### config.mk
export PLATFORM = sky130hd
export DESIGN_NAME = pipe_stage_reg
export DESIGN_NICKNAME = d
export VERILOG_FILES = /design/src/rtl/pipe_pkg.sv /design/src/rtl/pipe_slot.sv /design/src/rtl/pipe_stage_reg.sv
export SDC_FILE = /design/constraint.sdc
export NUM_CORES = 1
export LEC_CHECK = 0
export CAP_MARGIN = 30
export CORE_UTILIZATION = 38
export CTS_CLUSTER_DIAMETER = 30
export CTS_CLUSTER_SIZE = 20
export DETAILED_ROUTE_END_ITERATION = 8
export PLACE_DENSITY = 0.77
export SYNTH_ARGS = -nofsm -noshare
export SYNTH_HDL_FRONTEND = slang
export SYNTH_SLANG_ARGS = --single-unit
### constraint.sdc
create_clock -name clk -period 1.9 [get_ports clk]
set_input_delay 0.57 -clock clk [delete_from_list [all_inputs] [get_ports clk]]
set_output_delay 0.57 -clock clk [all_outputs]
set_load 0.005 [all_outputs]
### src/rtl/pipe_pkg.sv
// Shared types for the pipeline stage register: stage FSM states and occupancy width.
package pipe_pkg;

    localparam int OCC_W = 2;

    typedef enum logic [1:0] {
        PS_EMPTY = 2'd0,
        PS_FULL  = 2'd1,
        PS_SKID  = 2'd2
    } pipeStateT;

endpackage

### src/rtl/pipe_slot.sv
// One payload register plus its valid bit; flush clears valid and optionally the payload.
module pipe_slot #(
    parameter int DATA_W         = 32,
    parameter bit CLEAR_ON_FLUSH = 1'b1
) (
    input  logic              clk,
    input  logic              rst,
    input  logic              flush,
    input  logic              load,
    input  logic              drop,
    input  logic [DATA_W-1:0] loadData,
    output logic              valid,
    output logic [DATA_W-1:0] data
);

    always_ff @(posedge clk) begin
        if (rst) begin
            valid <= 1'b0;
            data  <= '0;
        end else if (flush) begin
            valid <= 1'b0;
            if (CLEAR_ON_FLUSH) begin
                data <= '0;
            end
        end else if (load) begin
            valid <= 1'b1;
            data  <= loadData;
        end else if (drop) begin
            valid <= 1'b0;
        end
    end

endmodule

### src/rtl/pipe_stage_reg.sv
// Generic valid/ready pipeline stage register with stall and flush.
// Define PIPE_STAGE_SKID_EN to add a skid slot and a registered in_ready.
module pipe_stage_reg
    import pipe_pkg::*;
#(
    parameter int DATA_W         = 32,
    parameter bit CLEAR_ON_FLUSH = 1'b1
) (
    input  logic              clk,
    input  logic              rst,
    input  logic              flush,
    input  logic              stall,
    input  logic              in_valid,
    output logic              in_ready,
    input  logic [DATA_W-1:0] in_data,
    output logic              out_valid,
    input  logic              out_ready,
    output logic [DATA_W-1:0] out_data,
    output logic [OCC_W-1:0]  occupancy
);

    pipeStateT         stateReg, stateNext;
    logic              inFire, outFire;
    logic              mainValid, mainLoad, mainDrop;
    logic [DATA_W-1:0] mainLoadData;

    assign out_valid = mainValid & ~stall;
    assign inFire    = in_valid & in_ready;
    assign outFire   = out_valid & out_ready;

    pipe_slot #(.DATA_W(DATA_W), .CLEAR_ON_FLUSH(CLEAR_ON_FLUSH)) mainSlot (
        .clk(clk), .rst(rst), .flush(flush),
        .load(mainLoad), .drop(mainDrop), .loadData(mainLoadData),
        .valid(mainValid), .data(out_data)
    );

`ifdef PIPE_STAGE_SKID_EN
    logic              skidValid, skidLoad, skidDrop;
    logic [DATA_W-1:0] skidData;

    // Only registered state here, so out_ready never reaches in_ready.
    assign in_ready  = ~rst & ~stall & ~skidValid;
    assign occupancy = {1'b0, mainValid} + {1'b0, skidValid};

    always_comb begin
        stateNext    = stateReg;
        mainLoad     = 1'b0;
        mainDrop     = 1'b0;
        mainLoadData = in_data;
        skidLoad     = 1'b0;
        skidDrop     = 1'b0;
        case (stateReg)
            PS_EMPTY: begin
                if (inFire) begin
                    mainLoad  = 1'b1;
                    stateNext = PS_FULL;
                end
            end
            PS_FULL: begin
                if (inFire && outFire) begin
                    mainLoad = 1'b1;
                end else if (inFire) begin
                    skidLoad  = 1'b1;
                    stateNext = PS_SKID;
                end else if (outFire) begin
                    mainDrop  = 1'b1;
                    stateNext = PS_EMPTY;
                end
            end
            PS_SKID: begin
                if (outFire) begin
                    mainLoad     = 1'b1;
                    mainLoadData = skidData;
                    skidDrop     = 1'b1;
                    stateNext    = PS_FULL;
                end
            end
            default: stateNext = PS_EMPTY;
        endcase
    end

    pipe_slot #(.DATA_W(DATA_W), .CLEAR_ON_FLUSH(CLEAR_ON_FLUSH)) skidSlot (
        .clk(clk), .rst(rst), .flush(flush),
        .load(skidLoad), .drop(skidDrop), .loadData(in_data),
        .valid(skidValid), .data(skidData)
    );
`else
    assign in_ready  = ~rst & ~stall & (~mainValid | out_ready);
    assign occupancy = {1'b0, mainValid};

    always_comb begin
        stateNext    = stateReg;
        mainLoad     = 1'b0;
        mainDrop     = 1'b0;
        mainLoadData = in_data;
        case (stateReg)
            PS_EMPTY: begin
                if (inFire) begin
                    mainLoad  = 1'b1;
                    stateNext = PS_FULL;
                end
            end
            PS_FULL: begin
                if (inFire) begin
                    mainLoad = 1'b1;
                end else if (outFire) begin
                    mainDrop  = 1'b1;
                    stateNext = PS_EMPTY;
                end
            end
            default: stateNext = PS_EMPTY;
        endcase
    end
`endif

    // Stall forces both fires low, so the FSM holds without an explicit term.
    always_ff @(posedge clk) begin
        if (rst || flush) begin
            stateReg <= PS_EMPTY;
        end else begin
            stateReg <= stateNext;
        end
    end

endmodule

### Cell density map

The die is cut into 6 by 6 equal tiles; black is low, pale yellow is high, 0 to 100% covered.
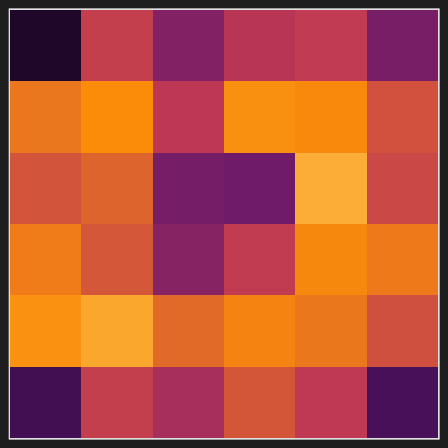
fullest tile	82%
emptiest ninth of the die	center
mean over tiles	55%
densest ninth of the die	east
tiles over 75% full	14%
final core utilization: 64.9%
Core Util at FP: 41.1%
Core ar.: 0.00347 mm^2

### Routing congestion

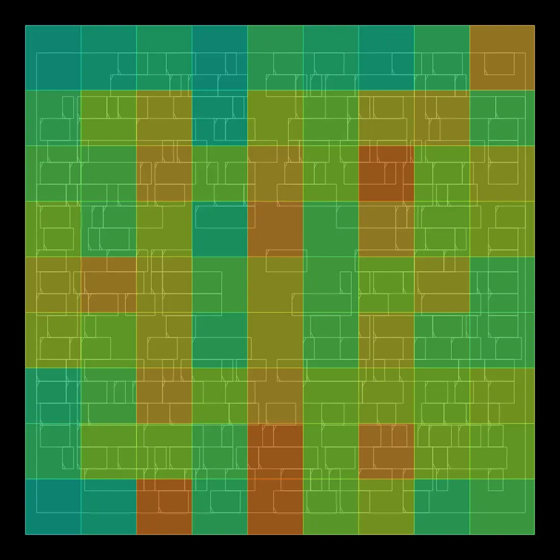
met1 GRT Util: 16.5%
routing usage on met2: 25.0%
gr usage total: 15.1%

### Cells by drive strength

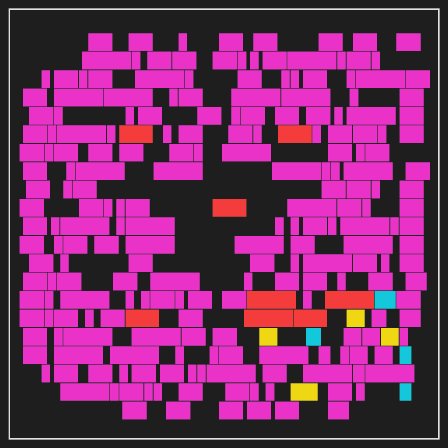
color	size	cells	share
yellow	x3 and x4	4	1.7%
red	x6 and larger	8	3.5%
cyan	x2	4	1.7%
magenta	x1 and smaller	213	93%
bufs w/o clock: 78
worst setup margin: 0.0754 ns
area grow syn2layout: 58.0%
Final Instance Area: 0.00225 mm^2

==> results.cfg <==
; flow metrics
[critical_path]
worstPathArrival_ns = 1.25
crit_buf_inv = 2
startpoint_type = input pin
critPathMaxFanout = 2
setup.worst_path.end_class = primary output
crit_type = input pin to primary output
critPathRequiredTime_ns = 1.33
path_cells = dlygate4sd2_1 > or2_1 > nor2_1 > buf_2

[routing]
vias = 1218
dr.pass1.iters = 4
detail_route.vias_per_cell = 4.43
wl_met3_um = 264
maxUsedRoutingLayer = met4
wl_met2_um = 1260
wl_per_cell_um = 10.4
drt_wl_total_um = 2860
drtIter0Drc = 62
drt-met1-wl_um = 1300

[die]
rows = 21
die_h_um = 63.2
die_w_um = 63.2
chip_area_mm2 = 0.00400

[synth]
post_synth_fa_ha_maj_area_fraction_pct = 0
ys_warn_count = 0
most_common_cell = nand2_1
synth_nets = 194
async_reset_ff_share_pct = 0
ys_chip_area_mm2 = 0.00143
synth_cells = 156
ys_sh_simple_pct = 21.5
compound_area_share_pct = 0.702
ys_ff = 34
avgSynthCellArea_um2 = 9.14
synth_cell_types = 16
ys_cells = 156
synth_seq_share_pct = 47.8
syn-cell-area_mm2 = 0.00143
top_logic_kind = multiplexers
mux_area_share_pct = 22.5
topCellsByArea = dfxtp_1 (48%), mux2i_1 (22%), nand2_1 (17%)
yosysTopAreaCell = dfxtp_1
synth_top_area_share_pct = 47.8
ys_top_cells_by_count = nand2_1 (66), dfxtp_1 (34), mux2i_1 (32)

[clocking]
cts_max_level = 2
cts_root_buffer = clkbuf_8
clock_latency_ns = 0.28
ctsHoldBuffers = 0
clock-sinks = 34
cts_tree = yes
cts_setup_buffers = 0
cts-buffers-inserted = 5
clk_pin_slew_ns = 0.06

[placed_design]
place_area_mm2 = 0.00219
gp_congestion = 0.682

[global_routing]
grt_max_degree = 35
grt_pass1_wl_um = 4660

[sta]
finalHoldViolCount = 0
setup-tns-final_ns = 0
rsz0062_at_grt = no
finClkSkew_ns = 0.00320
max_freq_ghz = 0.548
finalCriticalPeriod_ns = 1.82
post-route-period-util_pct = 96.0

[worst_hold_path]
hold_class = register to register

[layout]
n_antenna_cell = 0
nFillCells = 334
layout-drive-gt1-share_pct = 6.99
design.final.nets = 267

[run_status]
status = finished clean

[run]
warnings = 26

[pwr]
power_w = 0.00139
leakagePower_nw = 0.998
vdd_ir_drop_max_uv = 435
## metrics by stage
step,util (%),instances,hold slack [ns],setup slack (ns)
6_report,64.9,275,0.453,0.0754
5_1_grt,64.9,275,0.468,0.0222
4_1_cts,65.1,275,0.454,0.0236
3_5_place_dp,63.1,268,0.446,-0.544
3_3_place_gp,63.1,268,0.442,-0.508
2_1_floorplan,-,156,0.432,0.235
## flip-flops by register name (all words and copies together), names as in the netlist
register and cells:
stateReg 1, mainSlot.valid 1, mainSlot.data 32
## metal layers
layer | track usage (%) | up-vias
met3 | 7.61 | 5
met5 | 0 | -
met2 | 25.0 | 50
met4 | 5.11 | 0
li1 | - | 640
met1 | 16.5 | 523
## repair_timing
action,4_1_cts,5_1_grt
pin swaps,2,0
setup endpoints to repair,34,1
resized,9,1
## tightest hold or removal path, cell delays in order (launching register included)
cell     delay (ns)
dfxtp_1        0.31
nand2_1        0.05
a21oi_1        0.05
## final cells by class
cell class / instances / area (um^2) / area share (%)
Multi-Input combinational cell: 110 / 648 / 28.8
Tap cell: 46 / 57.6 / 2.56
Clock buffer: 7 / 76.3 / 3.39
Sequential cell: 34 / 681 / 30.2
Timing Repair Buffer: 78 / 790 / 35.1
## power breakdown
part	internal [W]	total, W	switching (W)
sequential	0.000724	0.000729	0.00000537
clock	0.000252	0.000479	0.000227
combinational	0.000120	0.000184	0.0000636
## worst paths after layout
path,start,end,slack (ns),cells after the start
worst max-delay path,rst,in_ready,0.08,4
worst min-delay path,stateReg[0],stateReg[0],0.45,2
worst min register to register,stateReg[0],stateReg[0],0.45,2
worst max register to register,mainSlot.valid,mainSlot.data[20],0.40,4
## kinds of logic after synthesis
group | Yosys count
AND-OR/OR-AND | 2
AND/OR/NAND/NOR | 75
multiplexers | 32
flip-flops | 34
buffers and inverters | 12
other | 1
## layout by cell type, fill, tap and decap left out
| cell | instances |
|---|---|
| clkbuf_2 | 1 |
| nand3b_1 | 2 |
| nand2_1 | 66 |
| or2_1 | 1 |
| dlygate4sd2_1 | 3 |
| or3b_2 | 1 |
| nor2_1 | 1 |
| nor2_4 | 1 |
| buf_2 | 1 |
| and2b_1 | 2 |
| buf_12 | 3 |
| a21oi_1 | 2 |
| conb_1 | 1 |
| clkbuf_8 | 5 |
| mux2i_1 | 32 |
| or2_2 | 1 |
| buf_4 | 3 |
| dfxtp_1 | 34 |
| clkbuf_1 | 2 |
| clkdlybuf4s50_1 | 67 |
Power figures rest on the tool's default switching activity, not on a simulated workload.
